==> src/rtl/button_io_pkg.sv <==
// Shared types and helpers for the button event queue.
package button_io_pkg;

  localparam int unsigned N_BUTTONS_MAX = 8;

  // Index width for n items; never narrower than one bit.
  function automatic int unsigned idx_w(input int unsigned n);
    return (n > 1) ? $clog2(n) : 1;
  endfunction

  typedef struct packed {
    logic       press;
    logic [2:0] idx;
  } btn_evt_t;

endpackage

==> src/rtl/button_event_queue_if.sv <==
// Valid/ready event stream with FIFO occupancy, from the queue to its consumer.
interface button_event_queue_if #(
  parameter int unsigned N_BUTTONS  = 8,
  parameter int unsigned FIFO_DEPTH = 4
);
  import button_io_pkg::*;

  localparam int unsigned IdxW = idx_w(N_BUTTONS);
  localparam int unsigned CntW = $clog2(FIFO_DEPTH) + 1;

  logic            evt_valid;
  logic            evt_ready;
  logic [IdxW:0]   evt_data;
  logic [CntW-1:0] evt_count;

  modport master (output evt_valid, output evt_data, output evt_count, input evt_ready);
  modport slave  (input evt_valid, input evt_data, input evt_count, output evt_ready);

endinterface

==> src/rtl/button_debounce.sv <==
// One button: 2-flop synchroniser, debounce counter, committed level and pending-event flag.
module button_debounce #(
  parameter int unsigned DEBOUNCE_CYCLES = 4
) (
  input  logic clk,
  input  logic rst_n,
  input  logic btn_i,
  input  logic ack_i,
  output logic stable_o,
  output logic pending_o
);

  logic       s1_q, s2_q;
  logic       stable_q, stable_d;
  logic       pending_q, pending_d;
  logic [7:0] cnt_q, cnt_d;

  // A pending event blocks further commits so no edge is lost.
  always_comb begin
    stable_d  = stable_q;
    pending_d = pending_q && !ack_i;
    cnt_d     = '0;
    if ((s2_q == stable_q) || pending_q) begin
      cnt_d = '0;
    end else if (({1'b0, cnt_q} + 9'd1) == 9'(DEBOUNCE_CYCLES)) begin
      stable_d  = s2_q;
      pending_d = 1'b1;
    end else begin
      cnt_d = cnt_q + 8'd1;
    end
  end

  always_ff @(posedge clk or negedge rst_n) begin
    if (!rst_n) begin
      s1_q      <= 1'b0;
      s2_q      <= 1'b0;
      stable_q  <= 1'b0;
      pending_q <= 1'b0;
      cnt_q     <= '0;
    end else begin
      s1_q      <= btn_i;
      s2_q      <= s1_q;
      stable_q  <= stable_d;
      pending_q <= pending_d;
      cnt_q     <= cnt_d;
    end
  end

  assign stable_o  = stable_q;
  assign pending_o = pending_q;

endmodule

==> src/rtl/button_event_queue.sv <==
// Debounced button press/release events into a small FIFO, plus the LED register.
module button_event_queue
  import button_io_pkg::*;
#(
  parameter int unsigned N_BUTTONS       = 8,
  parameter int unsigned DEBOUNCE_CYCLES = 4,
  parameter int unsigned FIFO_DEPTH      = 4
) (
  input  logic                 clk,
  input  logic                 rst_n,
  input  logic [N_BUTTONS-1:0] buttons,
  button_event_queue_if.master evt,
  input  logic                 led_we,
  input  logic [N_BUTTONS-1:0] led_wdata,
  input  logic [N_BUTTONS-1:0] led_toggle,
  output logic [N_BUTTONS-1:0] leds
);

  localparam int unsigned IdxW = idx_w(N_BUTTONS);
  localparam int unsigned PtrW = idx_w(FIFO_DEPTH);
  localparam int unsigned CntW = $clog2(FIFO_DEPTH) + 1;

  logic [N_BUTTONS-1:0] stable, pending, ack;
  logic                 push_req, push, pop, full;
  logic [IdxW-1:0]      arb_idx;
  btn_evt_t             push_evt;
  logic [IdxW:0]        fifo_wdata;

  logic [IdxW:0]        mem_q [FIFO_DEPTH];
  logic [PtrW-1:0]      wptr_q, rptr_q;
  logic [CntW-1:0]      count_q, count_d;
  logic [N_BUTTONS-1:0] leds_q, leds_d;

  for (genvar g = 0; g < N_BUTTONS; g++) begin : g_deb
    button_debounce #(
      .DEBOUNCE_CYCLES (DEBOUNCE_CYCLES)
    ) u_deb (
      .clk       (clk),
      .rst_n     (rst_n),
      .btn_i     (buttons[g]),
      .ack_i     (ack[g]),
      .stable_o  (stable[g]),
      .pending_o (pending[g])
    );
  end

  // Lowest-index pending button wins; scan downward so the last hit is the lowest.
  always_comb begin
    push_req = 1'b0;
    arb_idx  = '0;
    for (int i = N_BUTTONS - 1; i >= 0; i--) begin
      if (pending[i]) begin
        push_req = 1'b1;
        arb_idx  = IdxW'(i);
      end
    end
  end

  // Full is taken from the registered count, so a same-cycle pop never frees a slot.
  assign full = (count_q == CntW'(FIFO_DEPTH));
  assign push = push_req && !full;
  assign pop  = (count_q != '0) && evt.evt_ready;

  always_comb begin
    ack = '0;
    for (int i = 0; i < N_BUTTONS; i++) begin
      ack[i] = push && (arb_idx == IdxW'(i));
    end
  end

  always_comb begin
    push_evt.press = stable[arb_idx];
    push_evt.idx   = 3'(arb_idx);
    fifo_wdata     = {push_evt.press, push_evt.idx[IdxW-1:0]};
    count_d        = count_q + CntW'(push) - CntW'(pop);
    leds_d         = (led_we ? led_wdata : leds_q) ^ led_toggle;
  end

  always_ff @(posedge clk or negedge rst_n) begin
    if (!rst_n) begin
      for (int i = 0; i < FIFO_DEPTH; i++) begin
        mem_q[i] <= '0;
      end
      wptr_q  <= '0;
      rptr_q  <= '0;
      count_q <= '0;
      leds_q  <= '0;
    end else begin
      if (push) begin
        mem_q[wptr_q] <= fifo_wdata;
        wptr_q        <= wptr_q + PtrW'(1);
      end
      if (pop) begin
        rptr_q <= rptr_q + PtrW'(1);
      end
      count_q <= count_d;
      leds_q  <= leds_d;
    end
  end

  assign evt.evt_valid = (count_q != '0);
  assign evt.evt_data  = mem_q[rptr_q];
  assign evt.evt_count = count_q;
  assign leds          = leds_q;

endmodule

==> src/flat_wrapper.sv <==
// flat-port wrapper written by rule: the top's interface ports become plain ports
module button_event_queue_flat import button_io_pkg::*;
#(
  parameter int unsigned N_BUTTONS       = 8,
  parameter int unsigned DEBOUNCE_CYCLES = 4,
  parameter int unsigned FIFO_DEPTH      = 4
)
  (clk, rst_n, buttons, led_we, led_wdata, led_toggle, leds, evt_evt_valid, evt_evt_data, evt_evt_count, evt_evt_ready);
  button_event_queue_if #(.N_BUTTONS(N_BUTTONS), .FIFO_DEPTH(FIFO_DEPTH)) evt_i ();
  input  logic clk;
  input  logic rst_n;
  input  logic [N_BUTTONS-1:0] buttons;
  input  logic led_we;
  input  logic [N_BUTTONS-1:0] led_wdata;
  input  logic [N_BUTTONS-1:0] led_toggle;
  output logic [N_BUTTONS-1:0] leds;
  output wire logic [$bits(evt_i.evt_valid)-1:0] evt_evt_valid;
  output wire logic [$bits(evt_i.evt_data)-1:0] evt_evt_data;
  output wire logic [$bits(evt_i.evt_count)-1:0] evt_evt_count;
  input wire logic [$bits(evt_i.evt_ready)-1:0] evt_evt_ready;
  assign evt_evt_valid = evt_i.evt_valid;
  assign evt_evt_data = evt_i.evt_data;
  assign evt_evt_count = evt_i.evt_count;
  assign evt_i.evt_ready = evt_evt_ready;
  button_event_queue #(.N_BUTTONS(N_BUTTONS), .DEBOUNCE_CYCLES(DEBOUNCE_CYCLES), .FIFO_DEPTH(FIFO_DEPTH)) u_core (.clk(clk), .rst_n(rst_n), .buttons(buttons), .evt(evt_i), .led_we(led_we), .led_wdata(led_wdata), .led_toggle(led_toggle), .leds(leds));
endmodule
==> config.mk <==
export PLATFORM = sky130hd
export DESIGN_NAME = button_event_queue_flat
export DESIGN_NICKNAME = d
export VERILOG_FILES = /design/src/rtl/button_io_pkg.sv /design/src/rtl/button_event_queue_if.sv /design/src/rtl/button_debounce.sv /design/src/rtl/button_event_queue.sv /design/src/flat_wrapper.sv
export SDC_FILE = /design/constraint.sdc
export NUM_CORES = 1
export LEC_CHECK = 0
export CAP_MARGIN = 20
export CORE_MARGIN = 4
export CORE_UTILIZATION = 50
export DETAILED_ROUTE_END_ITERATION = 12
export PLACE_DENSITY = 0.71
export SLEW_MARGIN = 40
export SYNTH_ARGS = -nofsm -noshare
export SYNTH_HDL_FRONTEND = slang
export SYNTH_SLANG_ARGS = --single-unit
==> constraint.sdc <==
create_clock -name clk -period 2.5 [get_ports clk]
set_input_delay 0.75 -clock clk [delete_from_list [all_inputs] [get_ports clk]]
set_output_delay 0.75 -clock clk [all_outputs]
set_load 0.02 [all_outputs]
### Port wiring, run 1

Scale: 4 px per um.
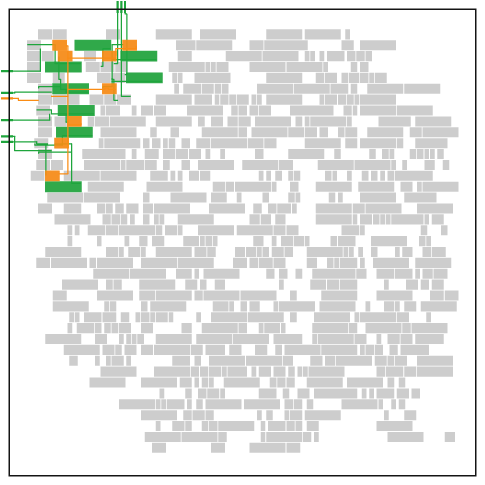
[led_we] orange | bits: 1 | direction: input | end cells: 8 | buffers: 1 | wire: 81.6 um
[leds] green | bits: 8 | direction: output | end cells: 8 | buffers: 8 | wire: 271 um

### Logic cells by family, run 1

Scale: 3 px per um.
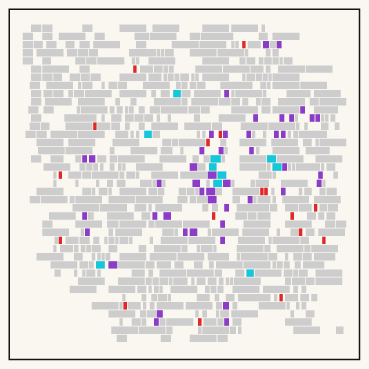
[inverters] red | cells: 17
[inverting AOI/OAI gates] purple | cells: 46
[AND-OR and OR-AND gates] cyan | cells: 10
proportion of cell area occupied by multi-input gates: 0.362
Non-Filler Instances: 754
most frequent logic cell in the layout: sky130_fd_sc_hd__dfrtp_1

### Wire density map, run 1

Scale: 3 px per um. The die is cut into 23 by 23 equal tiles; white is low, dark blue is high, scaled to the fullest tile. Values are wire area over tile area, all layers added.
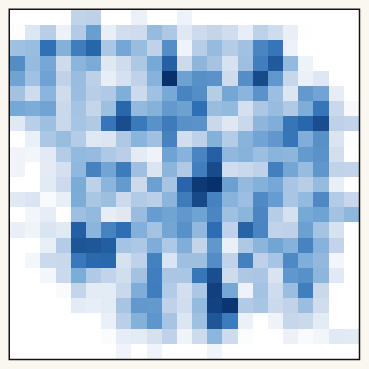
fullest tile: 0.39
tiles over half the peak: 23%
densest ninth of the die: middle
emptiest ninth of the die: bottom left
nearly empty tiles: 19%
mean over tiles: 0.12
total detailed-routing wirelength: 10600 um
via count of the routed design: 3968
post-DR wirelength/cell: 14.0 um
global router's overall resource usage: 0.174

==> highlights.md, run 1 <==
## Status
- **result of the run** completed

## Logic synthesis
- **post-synthesis chip area from yosys** 0.00586 sq mm
- **leading post-synthesis cells by instance count** sky130_fd_sc_hd__dfrtp_1 (127), sky130_fd_sc_hd__nor2_1 (73), sky130_fd_sc_hd__xor2_1 (39)
- **XOR/XNOR share of the synthesized area** 0.102
- **commonest register cell after synthesis** sky130_fd_sc_hd__dfrtp_1
- **cell with the most instances after synthesis** sky130_fd_sc_hd__dfrtp_1
- **sequential element share of the synthesized area** 0.542
- **Dominant combinational family** simple AND/OR/NAND/NOR gates
- **total of flip-flops plus latches after synthesis** 127
- **Gate Count Post-Synth** 536
- **Yosys top cell area share** 0.542
- **AND-OR/OR-AND Cells, Area Fraction** 0.0592

## Detailed routing
- **wire length on met3** 454 um
- **post-route ant nets** 0
- **length of the first detailed-routing pass in iterations** 4
- **post-route met1 wirelength** 4840 um
- **DRC violation count after routing** 0

## Critical path
- **buffer-and-inverter tally for the worst setup path** 2
- **worst r2r src** u_core.evt.evt_count[1]$_DFF_PN0_
- **largest fanout on the critical path** 5
- **cell type of the slowest stage on the worst timing path** sky130_fd_sc_hd__mux4_2
- **Setup crit end kind** output pin
- **delay of the slowest cell on the worst path** 0.50 ns

## Pwr
- **P_sw** 2570 uW
- **Leading power group** registers
- **reported leakage power** 0.00336 uW

## Global routing
- **overall overflow remaining after global route** 0

## Cells and area
- **commonest non-fill, non-tap cells in the layout** sky130_fd_sc_hd__dfrtp_1 (126), sky130_fd_sc_hd__nor2_1 (73), sky130_fd_sc_hd__xor2_1 (39)
- **number of filler instances in the final layout** 922
- **final-layout clock buffer total** 22
- **number of sequential cells** 127
- **multi-input gates** 385

## Timing
- **Setup Viol. Count Final** 0
- **number of hold-slack violations in the final timing report** 0
- **Max Slew Vio Count** 0
- **minimum setup slack in the final design** 0.128 ns
- **Final Hold Slack** 0.226 ns
- **Relative slew margins** 0.667
- **final sum of negative setup slack** 0 ns
- **unrepaired setup endpoints after global routing** no

## Placement
- **Post-Place Cells** 721
- **Post-DP Area** 0.00651 sq mm
- **worst setup slack after placement** -0.109 ns

## Clocking
- **maximum clock path buffer count** 2
- **cts hold-fix bufs** 0
- **Worst-path clk slew** 0.06 ns
- **number of gates given a new drive strength after cts** 12
- **maximum level of the CTS H-tree** 4

## Flow run
- **tool warning count** 37

## Floorplan
- **Die W** 116 um
- **area of the die** 0.0135 sq mm

--- run 2 (diff from run 1) ---
Settings changed: MAX_ROUTING_LAYER set to met4.
### Port wiring, run 2

Scale: 4 px per um.
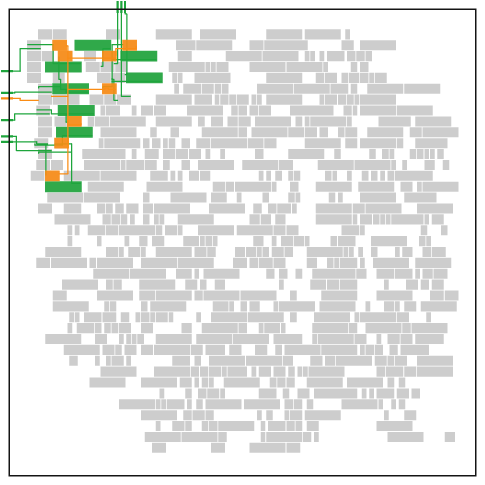
[leds] green | bits: 8 | direction: output | end cells: 8 | buffers: 8 | wire: 271 um
[led_we] orange | bits: 1 | direction: input | end cells: 8 | buffers: 1 | wire: 81.6 um
total I/O pin count: 44
count of buffers inserted at the top-level ports: 43

### Routed clock nets over the placement, run 2

Scale: 4 px per um.
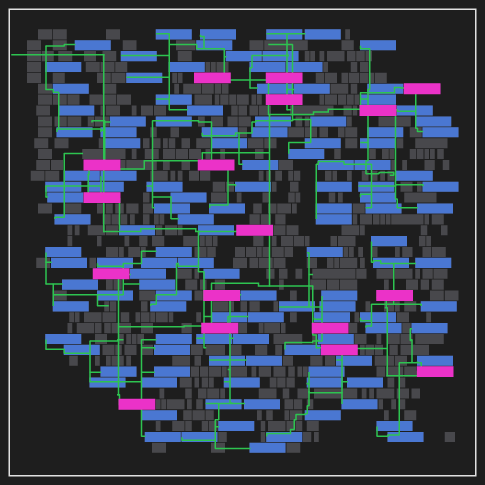
[cells driving clock nets] magenta | count: 17
[flip-flops] blue | count: 127
[clock wires] green | length: 1550 um
flops lie: all over the die
routed clock nets: 18

==> run 2 against run 1 <==
Critical path depth did not move. Register-to-register slack barely moved. Highest routed layer unchanged. Power barely moved. Routed wire length barely moved. Clock skew fell by 0.0011 ns. Final area did not move. Sequential power barely moved.
==> highlights.md, run 2 <==
## Global routing
- **overall overflow remaining after global route** 0, unchanged
- **met2 demand-to-capacity share in global routing** 0.280
- **global router's overall resource usage** 0.180, +0.00613

## Pwr
- **Leading power group** registers
- **P_sw** 2580 uW, +0.12%
- **cell internal pwr** 5350 uW
- **switching portion of total power** 0.325
- **combinational group share of total power** 0.291
- **reported leakage power** 0.00336 uW, unchanged
- **clock distribution power** 2700 uW
- **combinational gate power** 2300 uW

## Detailed routing
- **length of the first detailed-routing pass in iterations** 5, +1
- **via count of the routed design** 3979, +0.28%
- **post-route ant nets** 0, unchanged
- **DRC violation count after routing** 0, unchanged
- **post-route met1 wirelength** 4890 um, +0.91%
- **post-DR wirelength/cell** 14.0 um, about the same
- **wire length on met3** 404 um, -11%
- **uppermost signal routing layer after detailed routing** met4
- **total detailed-routing wirelength** 10600 um, about the same

## Cells and area
- **sequential cell area share** 0.444
- **Layout Nets** 649
- **proportion of cell area occupied by multi-input gates** 0.362, unchanged
- **non-clock buffer area fraction after layout** 0.0682
- **number of diodes added for antenna fixing** 0
- **share of layout cells above drive strength 1** 0.0933
- **Non-Filler Instances** 754, unchanged
- **number of sequential cells** 127, unchanged
- **most frequent logic cell in the layout** sky130_fd_sc_hd__dfrtp_1
- **non-clock inverter count** 17
- **post-synthesis to final-layout area growth** 22.1%
- **multi-input gates** 385, unchanged
- **commonest non-fill, non-tap cells in the layout** sky130_fd_sc_hd__dfrtp_1 (126), sky130_fd_sc_hd__nor2_1 (73), sky130_fd_sc_hd__xor2_1 (39)
- **Largest regs** u_core.g_deb.u_deb.cnt_q x64, u_core.mem_q x16
- **number of filler instances in the final layout** 922, unchanged
- **Util after Layout** 0.624
- **final-layout clock buffer total** 22, unchanged

## Placement
- **worst setup slack after placement** -0.109 ns, unchanged
- **Post-Place Cells** 721, unchanged
- **Post-DP Area** 0.00651 sq mm, unchanged

## Timing
- **Max Slew Vio Count** 0, unchanged
- **final sum of negative setup slack** 0 ns, unchanged
- **minimum setup slack in the final design** 0.131 ns, +0.00248 ns
- **unrepaired setup endpoints after global routing** no
- **Relative slew margins** 0.669, +0.00266
- **number of hold-slack violations in the final timing report** 0, unchanged
- **Setup Viol. Count Final** 0, unchanged
- **Final Hold Slack** 0.225 ns, -0.00115 ns

## Critical path
- **delay of the slowest cell on the worst path** 0.50 ns, about the same
- **cell family with the largest share of critical-path delay** multiplexers
- **CP Launch Point** u_core.rptr_q[0]$_DFFE_PN0P_
- **largest fanout on the critical path** 5, unchanged
- **Setup crit end kind** output pin
- **list of cells traversed by the critical path** buf_4 > mux4_2 > buf_2
- **critical path launch point type** flip-flop
- **Worst Setup Path Type** flip-flop to output pin
- **endpoint of the most critical register-to-register path** u_core.evt.evt_count[2]$_DFF_PN0_
- **buffer-and-inverter tally for the worst setup path** 2, unchanged
- **worst r2r src** u_core.evt.evt_count[1]$_DFF_PN0_
- **cell type of the slowest stage on the worst timing path** sky130_fd_sc_hd__mux4_2

## Logic synthesis
- **ranking of synthesized cells by area** sky130_fd_sc_hd__dfrtp_1 (54%), sky130_fd_sc_hd__xor2_1 (5.8%), sky130_fd_sc_hd__ha_1 (4.7%)
- **AND-OR/OR-AND Cells, Area Fraction** 0.0592, unchanged
- **sequential element share of the synthesized area** 0.542, unchanged
- **XOR/XNOR share of the synthesized area** 0.102, unchanged
- **leading post-synthesis cells by instance count** sky130_fd_sc_hd__dfrtp_1 (127), sky130_fd_sc_hd__nor2_1 (73), sky130_fd_sc_hd__xor2_1 (39)
- **cell with the most instances after synthesis** sky130_fd_sc_hd__dfrtp_1
- **total of flip-flops plus latches after synthesis** 127, unchanged
- **Unique cell types** 45
- **mean post-synth cell area** 10.9 sq um
- **post-synthesis chip area from yosys** 0.00586 sq mm, unchanged
- **commonest register cell after synthesis** sky130_fd_sc_hd__dfrtp_1
- **Yosys top cell area share** 0.542, unchanged
- **Dominant combinational family** simple AND/OR/NAND/NOR gates
- **Gate Count Post-Synth** 536, unchanged
- **Synthesized Nets** 587
- **leading area contributor after synthesis** sky130_fd_sc_hd__dfrtp_1

## Floorplan
- **Die W** 116 um, unchanged
- **Taps Inserted** 143
- **Placeable Area** 0.0115 sq mm
- **area of the die** 0.0135 sq mm, unchanged

## Clocking
- **clock tree from TritonCTS** built
- **maximum level of the CTS H-tree** 4, unchanged
- **cts hold-fix bufs** 0, unchanged
- **Worst-path clk slew** 0.06 ns, about the same
- **maximum clock path buffer count** 2, unchanged
- **number of gates given a new drive strength after cts** 12, unchanged

## Flow run
- **Max-cap violations** 0
- **tool warning count** 37, unchanged

## Status
- **result of the run** completed

Power is estimated from default activity; no workload was simulated.
